==> src/rtl/csa_slice_scheduler.sv <==
`default_nettype none
// +----------------------------------------------------------------------------+
// | Module      : csa_slice_scheduler                                          |
// | Description : Shared multi-cycle carry-select adder. Two requesters are    |
// |               arbitrated round-robin; the winner's operands are added one  |
// |               SLICE-bit slice per cycle, and the sum, carry-out and signed |
// |               overflow are returned tagged with the requester ID.          |
// | Revision    : 1.0 - initial release                                        |
// +----------------------------------------------------------------------------+
module csa_slice_scheduler #(
    parameter int WIDTH = 16,
    parameter int SLICE = 4
) (
    input  logic             clk,
    input  logic             rst,
    input  logic             req0,
    input  logic [WIDTH-1:0] a0,
    input  logic [WIDTH-1:0] b0,
    input  logic             cin0,
    input  logic             req1,
    input  logic [WIDTH-1:0] a1,
    input  logic [WIDTH-1:0] b1,
    input  logic             cin1,
    output logic             gnt0,
    output logic             gnt1,
    output logic             busy,
    output logic             done,
    output logic             done_id,
    output logic [WIDTH-1:0] sum,
    output logic             cout,
    output logic             ovf
);

    localparam int c_NSLICE = WIDTH / SLICE;
    localparam int c_KW     = (c_NSLICE > 1) ? $clog2(c_NSLICE) : 1;
    localparam logic [c_KW-1:0] c_K_LAST = c_KW'(c_NSLICE - 1);

    localparam logic [1:0] c_S_IDLE = 2'd0;
    localparam logic [1:0] c_S_RUN  = 2'd1;
    localparam logic [1:0] c_S_DONE = 2'd2;

    logic [1:0]       r_state;
    logic [WIDTH-1:0] r_op_a;
    logic [WIDTH-1:0] r_op_b;
    logic [WIDTH-1:0] r_res;
    logic             r_carry;
    logic [c_KW-1:0]  r_k;
    logic             r_id;
    logic             r_last;
    logic             r_gnt0;
    logic             r_gnt1;
    logic             r_busy;
    logic             r_done;
    logic             r_done_id;
    logic [WIDTH-1:0] r_sum;
    logic             r_cout;
    logic             r_ovf;

    logic [SLICE-1:0] w_sa;
    logic [SLICE-1:0] w_sb;
    logic [SLICE:0]   w_sum0;
    logic [SLICE:0]   w_sum1;
    logic [SLICE:0]   w_sel;
    logic [WIDTH-1:0] w_res_next;
    logic             w_c_msb;
    logic             w_any;
    logic             w_win;

    // Slice datapath: both carry-in candidates precomputed, registered carry selects.
    always_comb begin
        w_sa       = r_op_a[int'(r_k)*SLICE +: SLICE];
        w_sb       = r_op_b[int'(r_k)*SLICE +: SLICE];
        w_sum0     = {1'b0, w_sa} + {1'b0, w_sb};
        w_sum1     = {1'b0, w_sa} + {1'b0, w_sb} + {{SLICE{1'b0}}, 1'b1};
        w_sel      = r_carry ? w_sum1 : w_sum0;
        w_res_next = r_res;
        w_res_next[int'(r_k)*SLICE +: SLICE] = w_sel[SLICE-1:0];
        // Carry into the top bit recovered from its sum bit; only used on the MSB slice.
        w_c_msb    = w_sa[SLICE-1] ^ w_sb[SLICE-1] ^ w_sel[SLICE-1];
        // Round-robin: a lone requester wins; on a tie the one not served last wins.
        w_any      = req0 | req1;
        w_win      = req1 & (~req0 | ~r_last);
    end

    // Control FSM, operand/result registers and registered outputs.
    always_ff @(posedge clk) begin
        if (rst) begin
            r_state   <= c_S_IDLE;
            r_op_a    <= '0;
            r_op_b    <= '0;
            r_res     <= '0;
            r_carry   <= 1'b0;
            r_k       <= '0;
            r_id      <= 1'b0;
            r_last    <= 1'b1;
            r_gnt0    <= 1'b0;
            r_gnt1    <= 1'b0;
            r_busy    <= 1'b0;
            r_done    <= 1'b0;
            r_done_id <= 1'b0;
            r_sum     <= '0;
            r_cout    <= 1'b0;
            r_ovf     <= 1'b0;
        end else begin
            r_gnt0 <= 1'b0;
            r_gnt1 <= 1'b0;
            r_done <= 1'b0;
            case (r_state)
                c_S_IDLE: begin
                    if (w_any) begin
                        r_op_a  <= w_win ? a1 : a0;
                        r_op_b  <= w_win ? b1 : b0;
                        r_carry <= w_win ? cin1 : cin0;
                        r_k     <= '0;
                        r_id    <= w_win;
                        r_last  <= w_win;
                        r_gnt0  <= ~w_win;
                        r_gnt1  <= w_win;
                        r_busy  <= 1'b1;
                        r_state <= c_S_RUN;
                    end
                end
                c_S_RUN: begin
                    r_res   <= w_res_next;
                    r_carry <= w_sel[SLICE];
                    if (r_k == c_K_LAST) begin
                        r_k       <= '0;
                        r_sum     <= w_res_next;
                        r_cout    <= w_sel[SLICE];
                        r_ovf     <= w_c_msb ^ w_sel[SLICE];
                        r_done_id <= r_id;
                        r_done    <= 1'b1;
                        r_state   <= c_S_DONE;
                    end else begin
                        r_k <= r_k + c_KW'(1);
                    end
                end
                c_S_DONE: begin
                    r_busy  <= 1'b0;
                    r_state <= c_S_IDLE;
                end
                default: begin
                    r_busy  <= 1'b0;
                    r_state <= c_S_IDLE;
                end
            endcase
        end
    end

    assign gnt0    = r_gnt0;
    assign gnt1    = r_gnt1;
    assign busy    = r_busy;
    assign done    = r_done;
    assign done_id = r_done_id;
    assign sum     = r_sum;
    assign cout    = r_cout;
    assign ovf     = r_ovf;

endmodule
`default_nettype wire

==> config.mk <==
export PLATFORM = sky130hd
export DESIGN_NAME = csa_slice_scheduler
export DESIGN_NICKNAME = d
export VERILOG_FILES = /design/src/rtl/csa_slice_scheduler.sv
export SDC_FILE = /design/constraint.sdc
export NUM_CORES = 1
export LEC_CHECK = 0
export CORE_MARGIN = 1.5
export CORE_UTILIZATION = 35
export DETAILED_ROUTE_END_ITERATION = 6
export PLACE_DENSITY = 0.7
export SLEW_MARGIN = 20
export SYNTH_ARGS = -nofsm -noshare
export SYNTH_HDL_FRONTEND = slang
export SYNTH_SLANG_ARGS = --single-unit
==> constraint.sdc <==
create_clock -name clk -period 4.3 [get_ports clk]
set_input_delay 0.645 -clock clk [delete_from_list [all_inputs] [get_ports clk]]
set_output_delay 0.645 -clock clk [all_outputs]
set_load 0.02 [all_outputs]
==> run_1/wires.png <==
(2 px per micron)
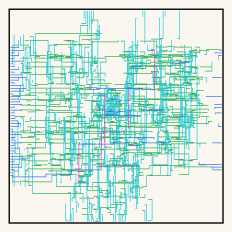
layer	colour	wire length
metal 3	blue	478 microns
metal 4	magenta	106 microns
metal 1	green	3,740 microns
metal 2	cyan	4,230 microns
Post-Route WL: 8.557 mm
Total GRT Usage: 16.09%
routed vias: 3,107
WL per Instance: 14.10 microns

==> run_1/cell_density.png <==
(4 px per micron) The die is cut into 11 by 11 equal tiles; black is low, pale yellow is high, 0 to 100% covered.
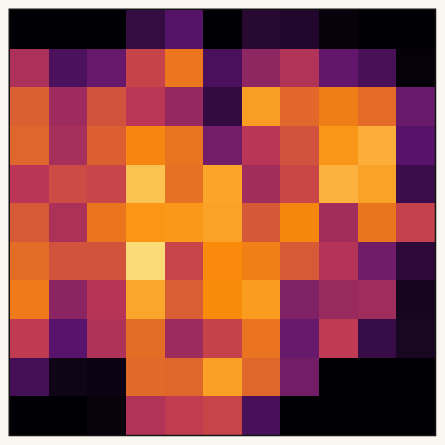
nearly empty tiles	14%
densest ninth of the die	centre
mean over tiles	43%
emptiest ninth of the die	south-east
fullest tile	92%
tiles over 75% full	12%
fp util: 36.08%
Core Region: 10,320 sq um

==> results_slide.txt, run 1 <==
Flow Results at a Glance

Layout
  • Fill cells: 984
  • Area Growth Syn to Fin: 33.76%
  • FF+latch area: 1562 sq um
  • Count of multi-input gates: 273
  • Non-clk bufs: 97

Pwr
  • Power per cell area: 382.8 nW/um^2
  • Switching power: 531.3 uW
  • Clock share of power: 36.2%
  • Sequential share of power: 42.3%
  • Maximum VDD drop: 0.1472 mV

Worst setup path
  • Origin of the critical flop-to-flop path: r_k[0]
  • R2R Path End: ovf
  • CP arrival: 3.78 ns
  • CP top delay family: adder cells
  • CP most frequent cell: ha_1
  • Crit. End Element: flip-flop
  • Crit path kind: reg2reg

Synthesis
  • Xor/xnor share: 1.780%
  • Yosys aoi share: 19.99%
  • Main logic family after synthesis: AND-OR/OR-AND gates
  • Post-synth ARST share: 0%
  • Basic Gates by Area: 13.30%
  • Ys cells: 389
  • Mux contribution to synthesized area: 14.28%
  • Synth area leader: dfxtp_1
  • Yosys top cell by instances: dfxtp_1
  • Post-synth regs: 78

Worst hold path
  • HP Class: reg2reg
  • HP Start: r_id

Final timing
  • Worst-margin pin slew: 1.065 ns
  • Setup-failing EPs final: 0
  • Unrepaired setup endpoints after global routing: no

Die
  • Num rows: 37
  • N_taps: 136

Placement
  • RD Place Congestion: 0.7634
  • Placed cells: 591
  • # port buffers: 92

Global route
  • Most Crowded Layer GR: met2

Detailed routing
  • Top routing layer in use: met4
  • Remaining antenna violation count after routing: 0

Clock network
  • Clock Tree Root: clkbuf_8
  • Hold buffer count at CTS: 0

Outcome
  • Status: completed
==> run_1/placement_by_type.png <==
(2 px per micron)
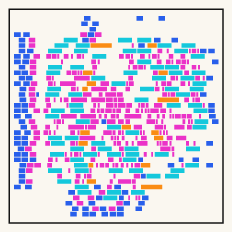
class	colour	cells
flops	cyan	78
combinational and other logic	magenta	280
other buffers and delay cells	blue	97
clock drivers and dummy loads	orange	16
Finished Core Util: 48.26%
fraction of area in registers: 31.34%
post-route cell area: 4982 sq um

==> run 2: changes to the inputs <==
PLACE_DENSITY = 0.72   (was 0.7)
clock period = 2.93 ns   (was 4.3 ns; I/O delays follow)
==> run 2 against run 1 <==
  * The run now ends with negative setup slack left
  * Die size did not move
  * Critical path type unchanged
  * Fmax rose by 20%
  * Critical path depth fell by 1
  * Cell count rose by 2.8%
  * Non-clock buffer count rose by 17
  * Flip-flop count did not move
  * Area after synthesis did not move
  * Hold slack improved by 0.0029 ns
  * Synthesized cell count did not move
==> results_slide.txt, run 2 <==
Flow Results at a Glance

Synthesis
  • Yosys aoi share: 19.99% (unchanged)
  • Xor/xnor share: 1.780% (unchanged)
  • Post-synth regs: 78 (unchanged)
  • Synth area leader: dfxtp_1

Placement
  • Placed cells: 604 (+2.2%)
  • RD Place Congestion: 0.7832 (+2.6%)

Layout
  • Count of multi-input gates: 273 (unchanged)
  • FF+latch area: 1565 sq um (+0.24%)
  • Fill cells: 947 (-3.8%)
  • Fraction of area in registers: 30.02% (-1.3 points)

Worst setup path
  • CP arrival: 3.18 ns (-0.60 ns)
  • Origin of the critical flop-to-flop path: r_k[0]

Detailed routing
  • Top routing layer in use: met4
  • WL per Instance: 14.23 microns (+0.96%)
  • Post-Route WL: 8.881 mm (+3.8%)
  • Routed vias: 3,175 (+2.2%)

Pwr
  • Maximum VDD drop: 0.2566 mV (+74%)

Outcome
  • Status: finished with violations
  • Failing checks: negative setup slack

Final timing
  • PnR worst setup slack: -0.006681 ns
  • Setup-failing EPs final: 1 (+1)

Clock network
  • Clock Tree Root: clkbuf_8
==> run_2/io_placement.png <==
(4 px per micron) Pins as bars across the die edge, other pins in grey.
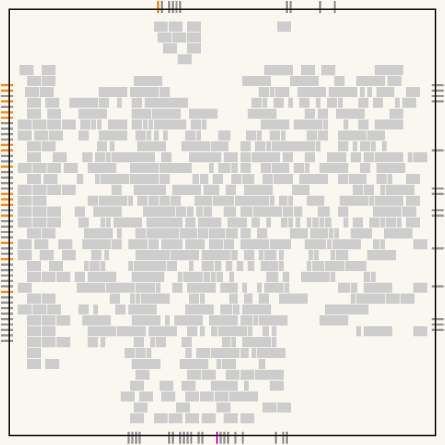
port	colour	pins	direction	edge
`gnt1`	magenta	1	output	south
`b0`	orange	16	input	15 west, 1 north
all pins by edge	48 west, 21 south, 14 east, 10 north
# port buffers: 92
die span in x: 106.2 microns

==> run_2/placement_by_type.png <==
(2 px per micron)
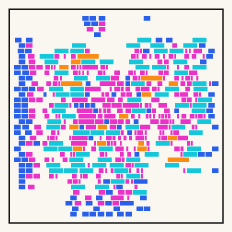
class	colour	cells
other buffers and delay cells	blue	114
flops	cyan	78
clock drivers and dummy loads	orange	16
combinational and other logic	magenta	280
post-route cell area: 5214 sq um
Finished Core Util: 50.50%
num rows: 37

==> run 3: changes to the inputs <==
CORE_MARGIN = 2   (was 1.5)
CTS_BUF_LIST = sky130_fd_sc_hd__clkbuf_2 sky130_fd_sc_hd__clkbuf_4 sky130_fd_sc_hd__clkbuf_8   (was default)
clock period = 2.5 ns   (was 2.93 ns; I/O delays follow)
==> run 3 against run 2 <==
  * The run still ends with negative setup slack left
  * Critical path type unchanged
  * Final area rose by 2.6%
  * Sequential power rose by 18%
  * Register-to-register slack got worse by 0.45 ns
  * Utilization rose by 1.3 points
  * Non-clock buffer count rose by 11
  * Die size rose by 1.9%
  * First-iteration DRC count rose by 18%
  * Clock power fell by 6%
  * Count of clock-buffer cells in the layout fell by 1
  * Wire length rose by 1.4%
  * Combinational power rose by 26%
  * Cell count rose by 1.8%
==> results_slide.txt, run 3 <==
Flow Results at a Glance

Pwr
  • Maximum VDD drop: 0.2735 mV (+6.6%)

Synthesis
  • Top cells, area: dfxtp_1 42%, a211oi_1 11%, mux2i_1 9.1%
  • Mux contribution to synthesized area: 14.28%
  • Synth Seq Share: 41.92%
  • Xor/xnor share: 1.780% (unchanged)
  • Yosys aoi share: 19.99% (unchanged)
  • Synth area leader: dfxtp_1
  • Post-synth regs: 78 (unchanged)
  • Ys cells: 389

Layout
  • Area Growth Syn to Fin: 43.57%
  • Count of multi-input gates: 273 (unchanged)
  • FF+latch area: 1565 sq um (unchanged)
  • Fill cells: 963 (+1.7%)

Final timing
  • Setup-failing EPs final: 27 (+26)
  • PnR worst setup slack: -0.4544 ns (-0.4477 ns)

Die
  • Num rows: 37 (unchanged)

Detailed routing
  • Routed vias: 3,202 (+0.85%)
  • WL per Instance: 14.19 microns (-0.33%)
  • Top routing layer in use: met4

Worst setup path
  • CP arrival: 3.21 ns (+0.03 ns)
  • Origin of the critical flop-to-flop path: r_k[0]

Worst hold path
  • Worst Hold End: done_id
  • Hold Path Depth: 2

Clock network
  • Clock Tree Root: clkbuf_8
  • CTS tree: yes

Outcome
  • Status: finished with violations
  • Failing checks: negative setup slack
==> run_3/io_placement.png <==
(3 px per micron) Pins as bars across the die edge, other pins in grey.
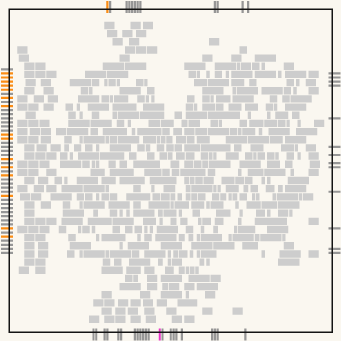
port	colour	pins	direction	edge
`b0`	orange	16	input	15 west, 1 north
`gnt1`	magenta	1	output	south
Die Y-Extent: 107.2 microns
die span in x: 107.2 microns

==> run_3/placement_by_type.png <==
(2 px per micron)
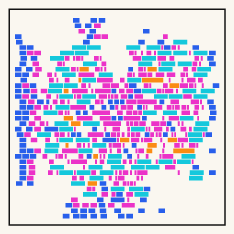
class	colour	cells
clock drivers and dummy loads	orange	16
flops	cyan	78
combinational and other logic	magenta	280
other buffers and delay cells	blue	125
Finished Core Util: 51.80%
post-route cell area: 5348 sq um
fraction of area in registers: 29.27%

Power is estimated from default activity; no workload was simulated.
